Clock network drawn from the DEF:
(6 px per µm)
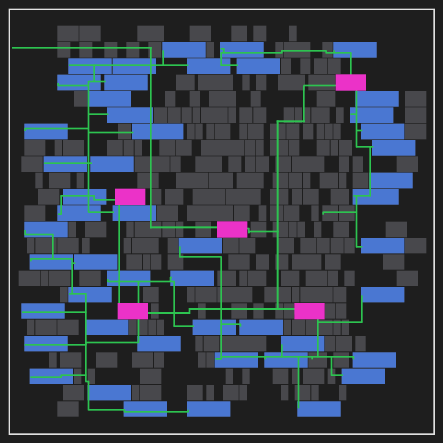
Routing congestion map:
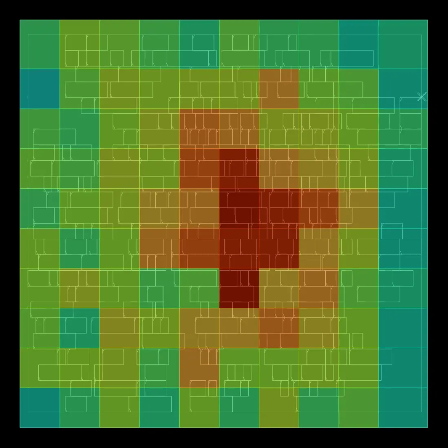
Logic cells by family:
(6 px per µm)
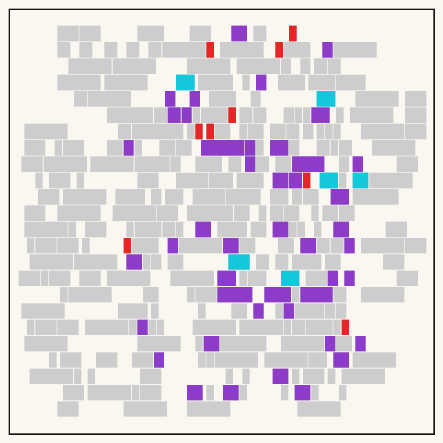
<file path="src/rtl/usb_fs_rx_phy.sv">
// USB full-speed receive front end.
// Samples D+/D- at 48 MHz (4x the 12 Mbps bit rate) and recovers bit timing
// from line edges. Performs NRZI decode, SYNC detection, bit-unstuffing and
// EOP detection, and hands LSB-first bytes plus packet strobes downstream.
// Handshake: rx_valid is a one-cycle push with no back-pressure; rx_data is
// valid in that cycle and holds until the next rx_valid. pkt_start, pkt_end
// and rx_err are one-cycle strobes. rx_active frames a packet in progress.
// dbg_state exposes the receive FSM (0 = IDLE, 1 = SYNC, 2 = DATA, 3 = EOP).
module usb_fs_rx_phy #(
   parameter int SYNC_STAGES  = 2,
   parameter int SAMPLE_PHASE = 2
) (
   input  logic       clk_48mhz,
   input  logic       reset,
   input  logic       usb_p_rx,
   input  logic       usb_n_rx,
   input  logic       rx_en,
   output logic       pkt_start,
   output logic       pkt_end,
   output logic [7:0] rx_data,
   output logic       rx_valid,
   output logic       rx_err,
   output logic       rx_active,
   output logic [1:0] dbg_state
);

   localparam logic [1:0] LINE_J     = 2'b10;
   localparam logic [1:0] LINE_K     = 2'b01;
   localparam logic [1:0] LINE_SE0   = 2'b00;
   localparam logic [1:0] LINE_SE1   = 2'b11;
   localparam logic [1:0] LP_PHASE   = 2'(SAMPLE_PHASE);
   // Decoded SYNC in time order: seven 0s then a 1 (oldest bit in [7]).
   localparam logic [7:0] SYNC_MATCH = 8'h01;

   typedef enum logic [1:0] {
      ST_IDLE = 2'd0,
      ST_SYNC = 2'd1,
      ST_DATA = 2'd2,
      ST_EOP  = 2'd3
   } state_t;

   logic [SYNC_STAGES-1:0] r_p_sync;
   logic [SYNC_STAGES-1:0] r_n_sync;
   logic [1:0]             r_line_q;
   logic [1:0]             r_phase;
   logic [1:0]             r_prev_line;
   state_t                 r_state;
   logic [7:0]             r_sync_sr;
   logic [3:0]             r_sync_cnt;
   logic [7:0]             r_byte;
   logic [2:0]             r_bit_cnt;
   logic [2:0]             r_ones;
   logic                   r_pkt_start;
   logic                   r_pkt_end;
   logic [7:0]             r_rx_data;
   logic                   r_rx_valid;
   logic                   r_rx_err;
   logic                   r_rx_active;

   logic [1:0] w_line;
   logic       w_edge;
   logic       w_strobe;
   logic       w_is_jk;
   logic       w_bit;
   logic [7:0] w_sr_next;
   logic [7:0] w_byte_next;

   // Synchronized line; the bit sampled at a strobe is the registered copy
   // so that it is taken two clocks after the most recent edge.
   assign w_line      = {r_p_sync[SYNC_STAGES-1], r_n_sync[SYNC_STAGES-1]};
   assign w_edge      = (w_line != r_line_q) && (w_line != LINE_SE1) &&
                        (r_line_q != LINE_SE1);
   assign w_strobe    = (r_phase == LP_PHASE);
   assign w_is_jk     = (r_line_q == LINE_J) || (r_line_q == LINE_K);
   assign w_bit       = (r_line_q == r_prev_line);
   assign w_sr_next   = {r_sync_sr[6:0], w_bit};
   assign w_byte_next = {w_bit, r_byte[7:1]};

   assign pkt_start = r_pkt_start;
   assign pkt_end   = r_pkt_end;
   assign rx_data   = r_rx_data;
   assign rx_valid  = r_rx_valid;
   assign rx_err    = r_rx_err;
   assign rx_active = r_rx_active;
   assign dbg_state = r_state;

   // Metastability synchronizer for the raw pad inputs; resets to idle J.
   always_ff @(posedge clk_48mhz) begin
      if (reset) begin
         r_p_sync <= '1;
         r_n_sync <= '0;
      end else begin
         r_p_sync <= {r_p_sync[SYNC_STAGES-2:0], usb_p_rx};
         r_n_sync <= {r_n_sync[SYNC_STAGES-2:0], usb_n_rx};
      end
   end

   // Bit clock recovery: free-running phase, realigned on every line edge.
   always_ff @(posedge clk_48mhz) begin
      if (reset) begin
         r_line_q <= LINE_J;
         r_phase  <= 2'd0;
      end else begin
         r_line_q <= w_line;
         r_phase  <= w_edge ? 2'd0 : r_phase + 2'd1;
      end
   end

   // Receive FSM: SYNC hunt, unstuffing, byte assembly and EOP handling.
   always_ff @(posedge clk_48mhz) begin
      r_pkt_start <= 1'b0;
      r_pkt_end   <= 1'b0;
      r_rx_valid  <= 1'b0;
      r_rx_err    <= 1'b0;
      if (reset) begin
         r_state     <= ST_IDLE;
         r_prev_line <= LINE_J;
         r_sync_sr   <= 8'h00;
         r_sync_cnt  <= 4'd0;
         r_byte      <= 8'h00;
         r_bit_cnt   <= 3'd0;
         r_ones      <= 3'd0;
         r_rx_data   <= 8'h00;
         r_rx_active <= 1'b0;
      end else begin
         // NRZI reference tracks the bus even while reception is disabled.
         if (w_strobe && w_is_jk) begin
            r_prev_line <= r_line_q;
         end
         if (!rx_en) begin
            r_state     <= ST_IDLE;
            r_rx_active <= 1'b0;
         end else if (w_strobe) begin
            case (r_state)
               ST_IDLE: begin
                  if (r_line_q == LINE_K) begin
                     // First K decodes as 0 against idle J; older bits
                     // preset to 1 so they can never complete a match.
                     r_state    <= ST_SYNC;
                     r_sync_sr  <= 8'hFE;
                     r_sync_cnt <= 4'd0;
                  end
               end
               ST_SYNC: begin
                  if (r_line_q == LINE_SE1) begin
                     r_rx_err <= 1'b1;
                     r_state  <= ST_IDLE;
                  end else if (r_line_q == LINE_SE0) begin
                     r_state <= ST_IDLE;
                  end else begin
                     r_sync_sr <= w_sr_next;
                     if (w_sr_next == SYNC_MATCH) begin
                        // Stuffing run restarts at the first data bit.
                        r_pkt_start <= 1'b1;
                        r_rx_active <= 1'b1;
                        r_bit_cnt   <= 3'd0;
                        r_ones      <= 3'd0;
                        r_state     <= ST_DATA;
                     end else if (r_sync_cnt == 4'd15) begin
                        r_state <= ST_IDLE;
                     end else begin
                        r_sync_cnt <= r_sync_cnt + 4'd1;
                     end
                  end
               end
               ST_DATA: begin
                  if (r_line_q == LINE_SE1) begin
                     r_rx_err    <= 1'b1;
                     r_rx_active <= 1'b0;
                     r_state     <= ST_IDLE;
                  end else if (r_line_q == LINE_SE0) begin
                     r_state <= ST_EOP;
                  end else if (r_ones == 3'd6) begin
                     // Stuff bit position: a 0 is dropped, a 1 is fatal.
                     if (w_bit) begin
                        r_rx_err    <= 1'b1;
                        r_rx_active <= 1'b0;
                        r_state     <= ST_IDLE;
                     end else begin
                        r_ones <= 3'd0;
                     end
                  end else begin
                     r_ones    <= w_bit ? r_ones + 3'd1 : 3'd0;
                     r_byte    <= w_byte_next;
                     r_bit_cnt <= r_bit_cnt + 3'd1;
                     if (r_bit_cnt == 3'd7) begin
                        r_rx_data  <= w_byte_next;
                        r_rx_valid <= 1'b1;
                     end
                  end
               end
               ST_EOP: begin
                  if (r_line_q == LINE_J) begin
                     // Seven leftover bits is the tolerated dribble case.
                     r_pkt_end   <= 1'b1;
                     r_rx_err    <= (r_bit_cnt != 3'd0) && (r_bit_cnt != 3'd7);
                     r_rx_active <= 1'b0;
                     r_state     <= ST_IDLE;
                  end else if (r_line_q != LINE_SE0) begin
                     // K or SE1 after SE0 aborts the packet.
                     r_rx_err    <= 1'b1;
                     r_rx_active <= 1'b0;
                     r_state     <= ST_IDLE;
                  end
               end
               default: r_state <= ST_IDLE;
            endcase
         end
      end
   end

endmodule

</file>
<file path="config.mk">
export PLATFORM = sky130hd
export DESIGN_NAME = usb_fs_rx_phy
export DESIGN_NICKNAME = d
export VERILOG_FILES = /design/src/rtl/usb_fs_rx_phy.sv
export SDC_FILE = /design/constraint.sdc
export NUM_CORES = 1
export LEC_CHECK = 0
export CORE_UTILIZATION = 50
export DETAILED_ROUTE_END_ITERATION = 8
export PLACE_DENSITY = 0.7
export SETUP_SLACK_MARGIN = 0.15
export SYNTH_ARGS = -nofsm -noshare
export SYNTH_HDL_FRONTEND = slang
export SYNTH_SLANG_ARGS = --single-unit
</file>
<file path="constraint.sdc">
create_clock -name clk_48mhz -period 2.09 [get_ports clk_48mhz]
set_input_delay 0.3135 -clock clk_48mhz [delete_from_list [all_inputs] [get_ports clk_48mhz]]
set_output_delay 0.3135 -clock clk_48mhz [all_outputs]
set_load 0.02 [all_outputs]
</file>
==> results.yml <==
# physical design summary
cells_and_area:
  logic_area_um2: 1320
  buf_share: 0.115
  final_net_count: 308
  finalNonFillerCells: 343
  largestClassByArea: "combinational gates"
  seq_share: 0.350
  nMultiInputCombCells: 189
  fill_cells: 407
  comb_share: 0.469
  lay_top_cells: "dfxtp_1, nor2_1, clkdlybuf4s50_1, buf_4, a21oi_1"
  design.seq.count: 49
  clkCellAreaFrac: 0.0302
  num-nonclk-inverters: 9
  design_area_um2: 2820
hold_path:
  hold_path.class: "register to register"
synth:
  xor_area_frac: 0.0138
  ff_type: "dfxtp_1"
  mux_share: 0.0639
  async_flop_share: 0
  top_logic_kind: "simple AND/OR/NAND/NOR gates"
  fp_nets: 276
  synthCells: 259
  ys_seq_elements: 49
  ys_sh_adder: 0.0639
  synthAoiAreaFrac: 0.158
  ys_sh_simple: 0.246
  ys_cells: 259
  yosys.stat.chipArea_um2: 2350
  syn-cell-area_um2: 2350
  yosysWarnings: 0
clock_tree:
  ctsResizeCount: 5
  cts_setup_buffers: 1
  cts-root-buf: "clkbuf_8"
  cts_max_level: 2
  numCtsBuffers: 5
  cts_tree: "yes"
  clkLatencyLatePin_ns: 0.31
  clk_pin_slew_ns: 0.08
sta:
  post-route-min-period_ns: 1.90
  tightest_slew_ns: 0.424
  maxSlewHeadroom: 0.717
  tns_ns: 0
  rsz0062_at_grt: "true"
  finalClockPeriodUsage: 0.909
  setup_violations: 0
  max_freq_mhz: 526
  final_max_slew_viol_count: 0
  hold_violations: 0
routing:
  top_layer: "met4"
  vias_per_cell: 5.60
  dr.pass1.iters: 7
  postRouteAntennaNets: 0
  routedWlPerCell_um: 13.7
  wl_met1_um: 2230
  drc_errors: 2
  met3_length_um: 258
  drt_wl_total_um: 4710
  drt_iter0_drc: 175
run_status:
  status: "finished with violations"
  violations: "DRC"
setup_path:
  crit_arrival_ns: 2.12
  critPathLaunchType: "register"
  cp.required_ns: 2.31
  endpoint_kind: "register"
  cp_top_family: "simple AND/OR/NAND/NOR gates"
  criticalPathCategory: "register to register"
  slowest_delay_ns: 0.40
  cp_cell_sequence: "inv_1 -> ha_2 -> nor2b_4 -> a31o_2 -> o211ai_2 -> or3_1 -> a221oi_2"
  worstPathBufferInverterCount: 1
  cp_slowest_cell: "or3_1"
floorplan:
  die_h_um: 70.6
  die_x_um: 70.6
  pin_count: 20
  tapCellCount: 52
  coreArea_um2: 4440
  die_area_um2: 4980
pwr:
  p_total_uw: 1600
  irDropWorstVdd_uv: 441
  p_per_area_nw_per_um2: 566
placed_design:
  dp_hpwl_um: 3350
  dp.cells: 334
  place_area_um2: 2670
  gp_congestion: 0.873
grt:
  grt_pass1_wl_um: 8080
  grt_max_degree: 17
  track_usage: 0.206
  gr-total-overflow: 0
  grt_antenna_before_repair: 0
flow_run:
  warnings: 33
About 'clock network drawn from the DEF':
- magenta: cells driving clock nets (count 5)
- blue: flip-flops (count 49)
- green: clock wires (length 582 µm)
- flops lie: spread over the die
- routed clock nets: 6

About 'routing congestion map':
GR Util met3: 0.0641
M2 GR Usage: 0.310
M1 GR Usage: 0.275
GRT Max-Usage Layer: met2

About 'logic cells by family':
- purple: inverting AOI/OAI gates (cells 44; most used a21oi_1)
- cyan: AND-OR and OR-AND gates (cells 6; most used a211o_1)
- red: inverters (cells 9; most used inv_1)

==> Yosys cell counts, drive strengths merged (3+ instances only) <==
library cell,count,share of area
a211o,3,0.011
a211oi,8,0.028
a21oi,18,0.040
buf,7,0.015
clkbuf,5,0.0080
dfxtp,49,0.42
ha,12,0.064
inv,9,0.014
mux2i,15,0.064
nand2,16,0.026
nand2b,5,0.013
nand3,11,0.026
nand4,3,0.011
nor2,45,0.076
nor2b,10,0.027
nor3,6,0.019
o21ai,3,0.0080
o31ai,6,0.019
or2,4,0.011
or3,3,0.0080
==> per-stage QoR <==
step                       util  hold WS, ns  setup slack [ns]
after floorplan               -        0.389             0.168
after global placement    0.601        0.398            0.0625
after detailed placement  0.601        0.400            0.0570
after CTS                 0.626        0.422             0.162
after global routing      0.634        0.442             0.115
final                     0.634        0.417             0.190
==> path summary, 6_finish.rpt <==
| check | startpoint | end | slack, ns | depth (start not counted) |
|---|---|---|---|---|
| hold / removal | r_p_sync[0] | r_p_sync[1] | 0.42 | 1 |
| setup / recovery | r_line_q[1] | r_sync_cnt[3] | 0.19 | 7 |
| hold reg to reg | r_p_sync[0] | r_p_sync[1] | 0.42 | 1 |
| setup reg to reg | r_line_q[1] | r_sync_cnt[3] | 0.19 | 7 |
==> per-layer routing <==
layer,up-vias,global-route usage
met2,60,0.310
met5,-,0
met4,0,0.0889
met3,9,0.0641
li1,966,-
met1,887,0.275
==> sequential cells by signal, indices dropped and copies added (netlist names), 3 cells and up <==
| register | count |
|---|---|
| r_bit_cnt | 3 |
| r_byte | 7 |
| r_ones | 3 |
| r_sync_cnt | 4 |
| r_sync_sr | 7 |
| rx_data | 8 |
==> report_power, final <==
part           switching [µW]  leakage, µW  total (µW)  internal (µW)
logic                    62.7     0.000664         105           42.7
clock network             311    0.0000402         542            231
registers                5.69     0.000397         948            942
Power is estimated from default activity; no workload was simulated.
